$ cat config.mk
export PLATFORM = sky130hd
export DESIGN_NAME = perf_counter_bank_flat
export DESIGN_NICKNAME = d
export VERILOG_FILES = /design/src/rtl/perf_counter_bank_if.sv /design/src/rtl/perf_counter_bank.sv /design/src/flat_wrapper.sv
export SDC_FILE = /design/constraint.sdc
export NUM_CORES = 1
export LEC_CHECK = 0
export ABC_CLOCK_PERIOD_IN_PS = 6100
export CORE_UTILIZATION = 30
export CTS_CLUSTER_DIAMETER = 150
export DETAILED_ROUTE_END_ITERATION = 10
export DONT_BUFFER_PORTS = 1
export HOLD_SLACK_MARGIN = 0.02
export PLACE_DENSITY = 0.55
export SYNTH_ARGS = -nofsm -noshare
export SYNTH_HDL_FRONTEND = slang
export SYNTH_SLANG_ARGS = --single-unit
export TNS_END_PERCENT = 30
$ cat constraint.sdc
create_clock -name clk -period 6.1 [get_ports clk]
set_input_delay 0.61 -clock clk [delete_from_list [all_inputs] [get_ports clk]]
set_output_delay 0.61 -clock clk [all_outputs]
set_load 0.1 [all_outputs]
$ cat src/rtl/perf_counter_bank_if.sv
// perf_counter_bank_if: control, event and readout signals of one performance counter bank.
// Latency: none (wires only); the master drives stimulus, the slave returns rd_data and overflow.
// Backpressure: none; every signal is sampled or presented every cycle.
interface perf_counter_bank_if #(
    parameter int WIDTH    = 16,
    parameter int CHANNELS = 4,
    parameter int SEL_W    = (CHANNELS > 1) ? $clog2(CHANNELS) : 1
);
    logic                enable;
    logic [CHANNELS-1:0] evt;
    logic [CHANNELS-1:0] clear;
    logic                snap;
    logic [SEL_W-1:0]    rd_sel;
    logic [WIDTH-1:0]    rd_data;
    logic [CHANNELS-1:0] overflow;

    modport master (
        output enable, evt, clear, snap, rd_sel,
        input  rd_data, overflow
    );

    modport slave (
        input  enable, evt, clear, snap, rd_sel,
        output rd_data, overflow
    );
endinterface

$ cat src/rtl/perf_counter_bank.sv
// perf_counter_bank: per-channel qualified event counters with sticky overflow, snapshot option PERF_COUNTER_SNAPSHOT_EN.
// Latency: a count moves at the edge ending the QUAL-th high cycle; rd_data shows the pre-edge source one edge later.
// Backpressure: none; event, clear and snap are sampled every cycle and never stalled.
module perf_counter_bank #(
    parameter int WIDTH    = 16,
    parameter int CHANNELS = 4,
    parameter int QUAL     = 3,
    parameter int SATURATE = 0
) (
    input logic                clk,
    input logic                reset,
    perf_counter_bank_if.slave bus
);
    localparam int SEL_W = (CHANNELS > 1) ? $clog2(CHANNELS) : 1;
    localparam int QW    = $clog2(QUAL + 1);
    localparam logic [QW-1:0] QUAL_DONE = QW'(QUAL);
    localparam logic [QW-1:0] QUAL_LAST = QW'(QUAL - 1);

    logic [CHANNELS-1:0] live;
    logic [CHANNELS-1:0] hit;
    logic [QW-1:0]       qual_cnt [CHANNELS];
    logic [WIDTH-1:0]    count    [CHANNELS];
    logic [CHANNELS-1:0] ovf;
    logic [WIDTH-1:0]    src      [CHANNELS];
    logic [WIDTH-1:0]    sel_val;

    // Global enable masks every event input before qualification.
    assign live = bus.evt & {CHANNELS{bus.enable}};

    // A channel qualifies in the cycle its run reaches QUAL; a same-cycle clear suppresses the increment.
    always_comb begin
        hit = '0;
        for (int i = 0; i < CHANNELS; i++) begin
            hit[i] = live[i] && !bus.clear[i] && (qual_cnt[i] == QUAL_LAST);
        end
    end

    // Qualifier: counts consecutive high cycles, parks at QUAL until the input drops; clear restarts it
    // so a high input during clear only starts a new run on the following cycle.
    always_ff @(posedge clk or posedge reset) begin
        if (reset) begin
            for (int i = 0; i < CHANNELS; i++) begin
                qual_cnt[i] <= '0;
            end
        end else begin
            for (int i = 0; i < CHANNELS; i++) begin
                if (bus.clear[i] || !live[i]) begin
                    qual_cnt[i] <= '0;
                end else if (qual_cnt[i] != QUAL_DONE) begin
                    qual_cnt[i] <= qual_cnt[i] + 1'b1;
                end
            end
        end
    end

    // Counters with sticky overflow: an increment at all-ones wraps or holds, and always flags overflow.
    always_ff @(posedge clk or posedge reset) begin
        if (reset) begin
            ovf <= '0;
            for (int i = 0; i < CHANNELS; i++) begin
                count[i] <= '0;
            end
        end else begin
            for (int i = 0; i < CHANNELS; i++) begin
                if (bus.clear[i]) begin
                    count[i] <= '0;
                    ovf[i]   <= 1'b0;
                end else if (hit[i]) begin
                    if (&count[i]) begin
                        ovf[i] <= 1'b1;
                        if (SATURATE == 0) begin
                            count[i] <= '0;
                        end
                    end else begin
                        count[i] <= count[i] + 1'b1;
                    end
                end
            end
        end
    end

`ifdef PERF_COUNTER_SNAPSHOT_EN
    logic [WIDTH-1:0] shadow [CHANNELS];

    // Shadow capture of every live count (pre-update) on snap; a same-cycle clear still yields the pre-clear value.
    always_ff @(posedge clk or posedge reset) begin
        if (reset) begin
            for (int i = 0; i < CHANNELS; i++) begin
                shadow[i] <= '0;
            end
        end else if (bus.snap) begin
            for (int i = 0; i < CHANNELS; i++) begin
                shadow[i] <= count[i];
            end
        end
    end

    // Readout source is the frozen shadow copy.
    always_comb begin
        for (int i = 0; i < CHANNELS; i++) begin
            src[i] = shadow[i];
        end
    end
`else
    logic unused_snap;
    assign unused_snap = bus.snap;

    // Readout source is the live count.
    always_comb begin
        for (int i = 0; i < CHANNELS; i++) begin
            src[i] = count[i];
        end
    end
`endif

    // Channel select; an index beyond the last channel matches nothing and reads as zero.
    always_comb begin
        sel_val = '0;
        for (int i = 0; i < CHANNELS; i++) begin
            if (bus.rd_sel == SEL_W'(i)) begin
                sel_val = src[i];
            end
        end
    end

    // Registered readout of the value selected during the cycle.
    always_ff @(posedge clk or posedge reset) begin
        if (reset) begin
            bus.rd_data <= '0;
        end else begin
            bus.rd_data <= sel_val;
        end
    end

    assign bus.overflow = ovf;
endmodule

$ cat src/flat_wrapper.sv
// flat-port wrapper written by rule: the top's interface ports become plain ports
module perf_counter_bank_flat 
#(
    parameter int WIDTH    = 16,
    parameter int CHANNELS = 4,
    parameter int QUAL     = 3,
    parameter int SATURATE = 0
)
  (clk, reset, bus_enable, bus_evt, bus_clear, bus_snap, bus_rd_sel, bus_rd_data, bus_overflow);
  perf_counter_bank_if #(.WIDTH(WIDTH), .CHANNELS(CHANNELS)) bus_i ();
  input logic clk;
  input logic reset;
  input wire logic [$bits(bus_i.enable)-1:0] bus_enable;
  input wire logic [$bits(bus_i.evt)-1:0] bus_evt;
  input wire logic [$bits(bus_i.clear)-1:0] bus_clear;
  input wire logic [$bits(bus_i.snap)-1:0] bus_snap;
  input wire logic [$bits(bus_i.rd_sel)-1:0] bus_rd_sel;
  output wire logic [$bits(bus_i.rd_data)-1:0] bus_rd_data;
  output wire logic [$bits(bus_i.overflow)-1:0] bus_overflow;
  assign bus_i.enable = bus_enable;
  assign bus_i.evt = bus_evt;
  assign bus_i.clear = bus_clear;
  assign bus_i.snap = bus_snap;
  assign bus_i.rd_sel = bus_rd_sel;
  assign bus_rd_data = bus_i.rd_data;
  assign bus_overflow = bus_i.overflow;
  perf_counter_bank #(.WIDTH(WIDTH), .CHANNELS(CHANNELS), .QUAL(QUAL), .SATURATE(SATURATE)) u_core (.clk(clk), .reset(reset), .bus(bus_i));
endmodule
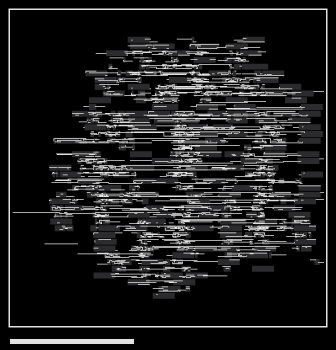
Figure 1: run 1, M1 wires.
Bar = 50 um.
The layer carries 5080 um of wire. 442 nets have wire on it. The wires run mostly horizontal.
DRT Wirelength: 11000 um
detailed-route via count: 3381
GR met1 Demand/Resource: 0.195

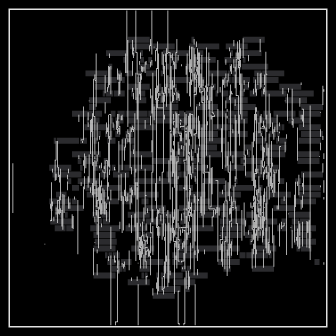
Figure 2: run 1, metal 2.
The wires run mostly vertical. 389 nets have wire on it. The layer holds 47% of the routed length. The longest straight run is 72.4 um. The layer carries 5210 um of wire.

==> metrics.yaml, run 1 <==
logic_synthesis:
  compound_area_frac: 0.0534
  synth.area.mux_share: 0.0770
  edf_count: 0
  yosys_cells: 454
  ys_sh_xor: 0.0852
  synth_area_per_cell_um2: 10.4
  synthArstFlopShare: 1.00
timing:
  final-setup-viol-count: 0
  hold_viol_final: 0
  worst_slack_ps: 4020
floorplanning:
  fp_util: 0.309
  die_y_um: 128
  core_area_mm2: 0.0153
grt:
  grt_overflow: 0
  met2_usage: 0.226
  grt_pass1_wl_um: 17800
cells_and_area:
  layout_top_cell: "dfrtp_1"
  lay_top_cells: "dfrtp_1 (92), nor2_1 (71), nand2_1 (40)"
  final_util: 0.345
  seqCellArea_mm2: 0.00230
  final_cell_area_mm2: 0.00528
  diodes: 0
  logic_area_mm2: 0.00232
  final_nets: 478
  num-fill-cells: 1559
clock_network:
  worstSkewPairLatency_ps: 350
  cts_tree: "done"
  htree_levels: 3
  root_buffer: "clkbuf_16"
routing:
  drc: 0
  wl_met2_um: 5210
  drtIter0Drc: 225
setup_path:
  r2r_start: "u_core.count[48]"
  crit_path_end: "u_core.count[53]"
  worst-path-stages: 6
  start_kind: "flop"
  worstSetupStartpoint: "u_core.count[48]"
  worst-path-buf-inv: 0
  r2r_setup_slack_ps: 4020
  worstPathArrival_ps: 2310
pwr:
  pg_seq_mw: 0.648
  p_per_area_mw_per_mm2: 254
  top_power_group: "the clock network"
  peakVddDrop_mv: 0.124
run_status:
  outcome: "completed"
placed_design:
  dp_slack_ps: 4080
  gp_congestion: 0.812
  dpl_cell_area_mm2: 0.00493
  port_buffers: 0
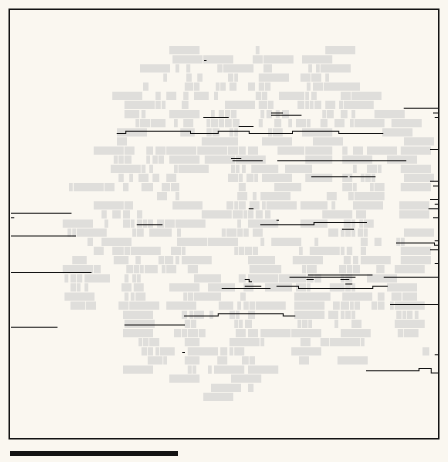
Figure 3: run 1, signal wires on met3.
Bar = 50 um.
The layer carries 539 um of wire. The wires run mostly horizontal. The layer holds 4.9% of the routed length.
routing usage on met3: 0.0452

==> run 1: final cells by class <==
type	instances	area share
Clock buffer	9	0.0427
Clock inverter	7	0.0235
Inverter	8	0.00616
Multi-Input combinational cell	340	0.440
Sequential cell	92	0.436
Tap cell	211	0.0500
Timing Repair Buffer	1	0.00142
==> run 1: registers in the layout, indices dropped and copies added, names as in the netlist <==
signal	flops
u_core.qual_cnt	8
u_core.bus.rd_data	16
u_core.bus.overflow	4
u_core.count	64
==> run 1: synth_stat cells (9+ instances only) <==
cell type  count  area, um^2
nand4_1       18         113
or3_1         11        68.8
xnor2_1       13         114
mux4_2        15         338
a21oi_1       19        95.1
ha_1          12         150
o21ai_0        9        45.0
nor3_1        18        90.1
nor2_1        71         267
nand3_1       30         150
xor2_1        33         289
nand2_1       40         150
dfrtp_1       92        2300
--- run 2 (diff from run 1) ---
--- a/config.mk
+++ b/config.mk
@@ -5,13 +5,13 @@
 export SDC_FILE = /design/constraint.sdc
 export NUM_CORES = 1
 export LEC_CHECK = 0
-export ABC_CLOCK_PERIOD_IN_PS = 6100
+export ABC_CLOCK_PERIOD_IN_PS = 1850
 export CORE_UTILIZATION = 30
 export CTS_CLUSTER_DIAMETER = 150
 export DETAILED_ROUTE_END_ITERATION = 10
 export DONT_BUFFER_PORTS = 1
 export HOLD_SLACK_MARGIN = 0.02
-export PLACE_DENSITY = 0.55
+export PLACE_DENSITY = 0.56
 export SYNTH_ARGS = -nofsm -noshare
 export SYNTH_HDL_FRONTEND = slang
 export SYNTH_SLANG_ARGS = --single-unit
==> constraint.sdc (replaced) <==
create_clock -name clk -period 1.85 [get_ports clk]
set_input_delay 0.185 -clock clk [delete_from_list [all_inputs] [get_ports clk]]
set_output_delay 0.185 -clock clk [all_outputs]
set_load 0.1 [all_outputs]
==> run 2 against run 1 <==
Critical path depth decreased by 1. Power rose to 3.3 times the previous value. Register-to-register slack lost 3900 ps. Combinational power rose to 7.0 times the previous value. Synthesized area did not move. Flip-flop count did not move. Maximum frequency rose by 19%. Synthesized cell count is the same. First-iteration DRC count shrank 11%. Sequential share of layout area fell by 3.9 points. Setup slack lost 3900 ps. Routed wire length up 6.4%. Critical path type unchanged.
==> metrics.yaml, run 2 <==
logic_synthesis:
  most_common_cell: "dfrtp_1"
  yosys_cells: 454
  edf_count: 0
  ys_sh_xor: 0.0852
  top_cells_by_count: "dfrtp_1 (92), nor2_1 (71), nand2_1 (40)"
  yosys.area.top_type_share: 0.487
  compound_area_frac: 0.0534
  area_leaders: "dfrtp_1 (49%), mux4_2 (7.1%), xor2_1 (6.1%)"
  synth_area_per_cell_um2: 10.4
setup_path:
  r2r_start: "u_core.qual_cnt[0]"
  crit_path_end: "u_core.count[10]"
  worst-path-stages: 5
  worstSetupStartpoint: "u_core.qual_cnt[0]"
  worstPathArrival_ps: 1970
routing:
  drtIter0Drc: 201
  drc: 0
cells_and_area:
  final_nets: 541
  lay_top_cells: "dfrtp_1 (92), nor2_1 (71), buf_4 (52)"
  logic_area_mm2: 0.00234
  diodes: 0
  final_cell_area_mm2: 0.00580
  num-fill-cells: 1508
  largest-register: "u_core.count"
  final_util: 0.379
  seqCellArea_mm2: 0.00230
  layout_top_cell: "dfrtp_1"
  reg_top3: "u_core.count (64), u_core.bus.rd_data (16), u_core.qual_cnt (8)"
placed_design:
  port_buffers: 0
  gp_congestion: 0.832
  dpl_cell_area_mm2: 0.00535
clock_network:
  worstSkewPairLatency_ps: 350
  htree_levels: 3
grt:
  grt_pass1_wl_um: 19200
  grt_overflow: 0
pwr:
  peakVddDrop_mv: 0.461
  p_per_area_mw_per_mm2: 761
timing:
  hold_viol_final: 0
  final-setup-viol-count: 0
  worst_slack_ps: 96.8
run_status:
  outcome: "completed"
floorplanning:
  core_area_mm2: 0.0153
  die_y_um: 128
==> run 2: power breakdown <==
part | total, mW | internal, mW | switching, mW
sequential | 2.07 | 2.04 | 0.0226
clock | 2.06 | 1.30 | 0.754
combinational | 0.293 | 0.108 | 0.185
==> run 2: layout make-up <==
class / instances / share of cell area
clock inverters: 5 / 0.0177
clock buffers: 9 / 0.0388
flip-flops and latches: 92 / 0.397
repair buffers: 64 / 0.0914
multi-input cells: 340 / 0.404
well taps: 211 / 0.0455
inverters: 8 / 0.00582
==> run 2: worst register-to-register path, delay by kind of cell, from the launching register on <==
kind | cells | cell delay, ps
AND/OR/NAND/NOR | 1 | 400
adder cells (fa/ha/maj) | 1 | 210
flip-flops | 1 | 410
AND-OR/OR-AND | 2 | 530
buffers and inverters | 1 | 70
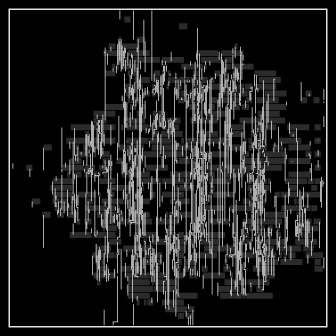
Figure 4: run 2, metal 2.
The wires run mostly vertical. 458 nets have wire on it. The longest straight run is 68.0 um. The layer holds 47% of the routed length. The layer carries 5520 um of wire.
detailed-route via count: 3673
routing usage on met2: 0.254
DRT Wirelength: 11700 um

Power is estimated from default activity; no workload was simulated.
